<file path="src/rtl/rtc_spi_pkg.sv">
// rtl/rtc_spi_pkg.sv - shared types and constants for the RTC SPI port
package rtc_spi_pkg;

    typedef enum logic [1:0] {
        ST_IDLE     = 2'd0,
        ST_SHIFT_LO = 2'd1,
        ST_SHIFT_HI = 2'd2
    } spi_state_t;

    localparam logic SEL_DATA = 1'b0;
    localparam logic SEL_CTRL = 1'b1;

    localparam int STAT_BUSY    = 7;
    localparam int STAT_OVERRUN = 6;
    localparam int STAT_INT     = 2;
    localparam int STAT_PWRFAIL = 1;
    localparam int STAT_CS      = 0;

    localparam int CLK_DIV_DEFAULT = 25;

    function automatic logic [7:0] pack_status(
        input logic busy,
        input logic overrun,
        input logic int_act,
        input logic pwr_fail,
        input logic cs_act
    );
        logic [7:0] s;
        s               = 8'h00;
        s[STAT_BUSY]    = busy;
        s[STAT_OVERRUN] = overrun;
        s[STAT_INT]     = int_act;
        s[STAT_PWRFAIL] = pwr_fail;
        s[STAT_CS]      = cs_act;
        return s;
    endfunction

endpackage

</file>
<file path="src/rtl/sync_2ff.sv">
// rtl/sync_2ff.sv - two-flop synchroniser for a single asynchronous bit
module sync_2ff #(
    parameter logic RESET_VAL = 1'b0
) (
    input  logic clk,
    input  logic rst_n,
    input  logic d,
    output logic q
);

    logic meta;

    always_ff @(posedge clk or negedge rst_n) begin
        if (!rst_n) begin
            meta <= RESET_VAL;
            q    <= RESET_VAL;
        end else begin
            meta <= d;
            q    <= meta;
        end
    end

endmodule

</file>
<file path="src/rtl/rtc_spi_port.sv">
// rtl/rtc_spi_port.sv - CPU-facing SPI mode 3 master for the real-time clock
module rtc_spi_port
    import rtc_spi_pkg::*;
#(
    parameter int CLK_DIV = CLK_DIV_DEFAULT
) (
    input  logic       pll0_100MHz,
    input  logic       s100_n_RESET,
    input  logic       io_wr,
    input  logic       io_rd,
    input  logic       io_sel,
    input  logic [7:0] io_din,
    output logic [7:0] io_dout,
    input  logic       rtcSpiSO,
    input  logic       rtc_n_INT,
    input  logic       rtcPwrFail,
    output logic       rtcSpiCS,
    output logic       rtcSpiClk,
    output logic       rtcSpiSI,
    output logic       rtcIntLED
);

    localparam logic [7:0] RELOAD = 8'(CLK_DIV - 1);

    spi_state_t state, next_state;

    logic [7:0] cnt;
    logic [2:0] bitcnt;
    logic [7:0] shift;
    logic [7:0] rx;
    logic       busy;
    logic       overrun;
    logic       cs_act;
    logic       si_q;
    logic       int_n_sync;
    logic       pwr_fail_sync;

    logic load_tx;
    logic sample_so;
    logic next_bit;
    logic finish;
    logic ovr_set;
    logic ovr_clr;
    logic ctrl_wr;

    sync_2ff #(.RESET_VAL(1'b1)) u_sync_int (
        .clk   (pll0_100MHz),
        .rst_n (s100_n_RESET),
        .d     (rtc_n_INT),
        .q     (int_n_sync)
    );

    sync_2ff #(.RESET_VAL(1'b0)) u_sync_pwr (
        .clk   (pll0_100MHz),
        .rst_n (s100_n_RESET),
        .d     (rtcPwrFail),
        .q     (pwr_fail_sync)
    );

    always_ff @(posedge pll0_100MHz or negedge s100_n_RESET) begin
        if (!s100_n_RESET) begin
            state <= ST_IDLE;
        end else begin
            state <= next_state;
        end
    end

    always_comb begin
        next_state = state;
        load_tx    = 1'b0;
        sample_so  = 1'b0;
        next_bit   = 1'b0;
        finish     = 1'b0;
        case (state)
            ST_IDLE: begin
                if (io_wr && (io_sel == SEL_DATA)) begin
                    next_state = ST_SHIFT_LO;
                    load_tx    = 1'b1;
                end
            end
            ST_SHIFT_LO: begin
                if (cnt == 8'd0) begin
                    next_state = ST_SHIFT_HI;
                    sample_so  = 1'b1;
                end
            end
            ST_SHIFT_HI: begin
                if (cnt == 8'd0) begin
                    if (bitcnt == 3'd0) begin
                        next_state = ST_IDLE;
                        finish     = 1'b1;
                    end else begin
                        next_state = ST_SHIFT_LO;
                        next_bit   = 1'b1;
                    end
                end
            end
            default: next_state = ST_IDLE;
        endcase
    end

    // Any write landing on a busy port is dropped and only leaves the sticky flag.
    assign ovr_set = io_wr && busy;
    assign ovr_clr = io_rd && (io_sel == SEL_CTRL);
    assign ctrl_wr = io_wr && (io_sel == SEL_CTRL) && !busy;

    always_ff @(posedge pll0_100MHz or negedge s100_n_RESET) begin
        if (!s100_n_RESET) begin
            cnt     <= 8'd0;
            bitcnt  <= 3'd0;
            shift   <= 8'h00;
            rx      <= 8'h00;
            busy    <= 1'b0;
            overrun <= 1'b0;
            cs_act  <= 1'b0;
            si_q    <= 1'b1;
        end else begin
            if (next_state != state) begin
                cnt <= RELOAD;
            end else if (cnt != 8'd0) begin
                cnt <= cnt - 8'd1;
            end

            if (load_tx) begin
                shift  <= io_din;
                bitcnt <= 3'd7;
                busy   <= 1'b1;
                si_q   <= io_din[7];
            end

            if (sample_so) begin
                shift <= {shift[6:0], rtcSpiSO};
            end

            // SI only moves as SCLK falls, so it holds steady through the high phase.
            if (next_bit) begin
                bitcnt <= bitcnt - 3'd1;
                si_q   <= shift[7];
            end

            if (finish) begin
                rx   <= shift;
                busy <= 1'b0;
                si_q <= 1'b1;
            end

            if (ctrl_wr) begin
                cs_act <= io_din[0];
            end

            if (ovr_set) begin
                overrun <= 1'b1;
            end else if (ovr_clr) begin
                overrun <= 1'b0;
            end
        end
    end

    assign rtcSpiClk = (state != ST_SHIFT_LO);
    assign rtcSpiSI  = si_q;
    assign rtcSpiCS  = ~cs_act;
    assign rtcIntLED = ~int_n_sync;

    always_comb begin
        io_dout = rx;
        if (io_sel == SEL_CTRL) begin
            io_dout = pack_status(busy, overrun, ~int_n_sync, pwr_fail_sync, cs_act);
        end
    end

endmodule

</file>
<file path="config.mk">
export PLATFORM = sky130hd
export DESIGN_NAME = rtc_spi_port
export DESIGN_NICKNAME = d
export VERILOG_FILES = /design/src/rtl/rtc_spi_pkg.sv /design/src/rtl/sync_2ff.sv /design/src/rtl/rtc_spi_port.sv
export SDC_FILE = /design/constraint.sdc
export NUM_CORES = 1
export LEC_CHECK = 0
export ABC_AREA = 1
export CORE_MARGIN = 2
export CORE_UTILIZATION = 45
export CTS_CLUSTER_DIAMETER = 60
export CTS_CLUSTER_SIZE = 14
export DETAILED_ROUTE_END_ITERATION = 6
export PLACE_DENSITY_LB_ADDON = 0.3
export SETUP_SLACK_MARGIN = 0.4
export SYNTH_ARGS = -nofsm -noshare
export SYNTH_HDL_FRONTEND = slang
export SYNTH_HIERARCHICAL = 1
export SYNTH_SLANG_ARGS = --single-unit
export TNS_END_PERCENT = 5
</file>
<file path="constraint.sdc">
create_clock -name pll0_100MHz -period 2.9 [get_ports pll0_100MHz]
set_input_delay 0.58 -clock pll0_100MHz [delete_from_list [all_inputs] [get_ports pll0_100MHz]]
set_output_delay 0.58 -clock pll0_100MHz [all_outputs]
set_load 0.05 [all_outputs]
</file>
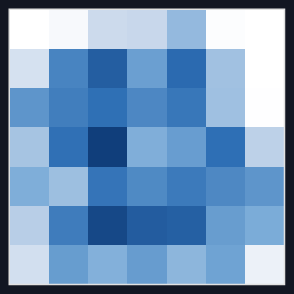
(images/util_map.png)
(4 px per um) 7 x 7 tiles, from white (low) to dark blue (high), 0 to 100% covered.
- fullest tile: 95%
- mean over tiles: 48%
- tiles over 75% full: 12%
- emptiest ninth of the die: upper right
- nearly empty tiles: 10%
core area: 4000 sq um
Core Util, Final: 0.582
FP Core Util: 0.467

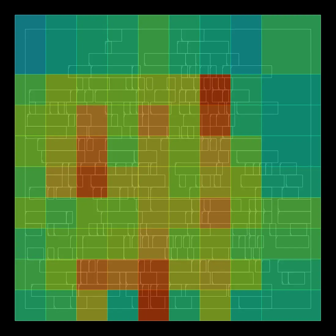
(images/congestion_map.png)
grt met3 use: 0.0559
DR WL/cell: 12.1 um
layer with the highest usage: met2
total track usage: 0.174

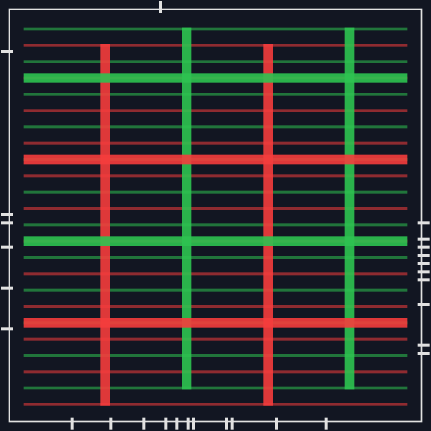
(images/floorplan.png)
(6 px per um) Pins as bars on the die edge.
- red: VSS
- green: VDD
- met5 straps: 4
- rows: 23
- signal pins: 28
Chip Height: 68.5 um
worst vdd ir: 0.293 mV
Die W: 68.5 um

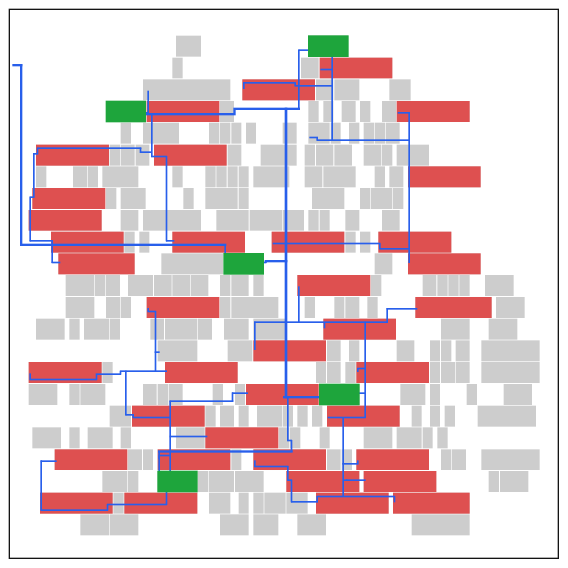
(images/clock_wires.png)
(8 px per um)
- blue: clock wires (length 475 um)
- red: flip-flops (count 37)
- green: clock-net drivers (count 5)
- routed clock nets: 6
- flops lie: all over the die
P_clk: 0.467 mW
worst skew pair latency: 0.29 ns
clock skew: 0.0105 ns

-- worst max-delay path by stage --
stage,from,end,depth (start not counted)
detailed placement,io_sel,io_dout[7],4
CTS,io_sel,io_dout[7],4
global placement,io_sel,io_dout[7],4
global route,io_sel,io_dout[7],4
finish,io_sel,io_dout[7],4
floorplan,io_sel,io_dout[0],3
-- per-stage QoR --
stage                     utilization  worst slack [ns]  std cells
after floorplan                     -             0.483        202
after global placement          0.552             0.480        276
after detailed placement        0.552             0.463        276
after CTS                       0.582             0.460        284
after global routing            0.582             0.413        284
final                           0.582             0.470        284
-- report_power, final --
part | switching, mW | internal (mW) | leakage, nW
Combinational | 0.0374 | 0.0346 | 0.642
Clock | 0.188 | 0.280 | 0.0574
Sequential | 0.00170 | 0.521 | 0.425
Total | 0.227 | 0.835 | 1.12
==> results.yml <==
# physical design summary
final_layout:
  diodes: 0
  lay_top_count: "nand2_1"
  seq-cell-share: 0.399
  dominant_cells: "registers"
worst_hold_path:
  holdPathEnd: "u_sync_pwr/q"
  whs_path_depth: 0
logic_synthesis:
  syn_area_sq_um: 1870
  floorplan.nets: 222
  yosysMostFrequentCell: "nand2_1"
  top_logic_kind: "simple AND/OR/NAND/NOR gates"
setup_path:
  timing.rr.end: "rx[3]"
  crit_type: "in -> out"
  cp.arrival_ns: 1.85
  rrSetupSlack_ns: 1.14
  crit_fanout: 9
clock_tree:
  cts_hold_buf: 0
  cts.root.buffer_cell: "clkbuf_8"
place:
  place_congestion: 0.784
  placed_area_sq_um: 2210
timing:
  slew_viol_final: 0
  hold_viol_final: 0
  tightest_slew_ns: 0.496
drt:
  via_per_inst: 4.87
  wl_met3_um: 160
pwr:
  total_power_mw: 1.06
status:
  status: "finished, final reports clean"
No activity file was given, so power comes from the tool's default toggle rates.
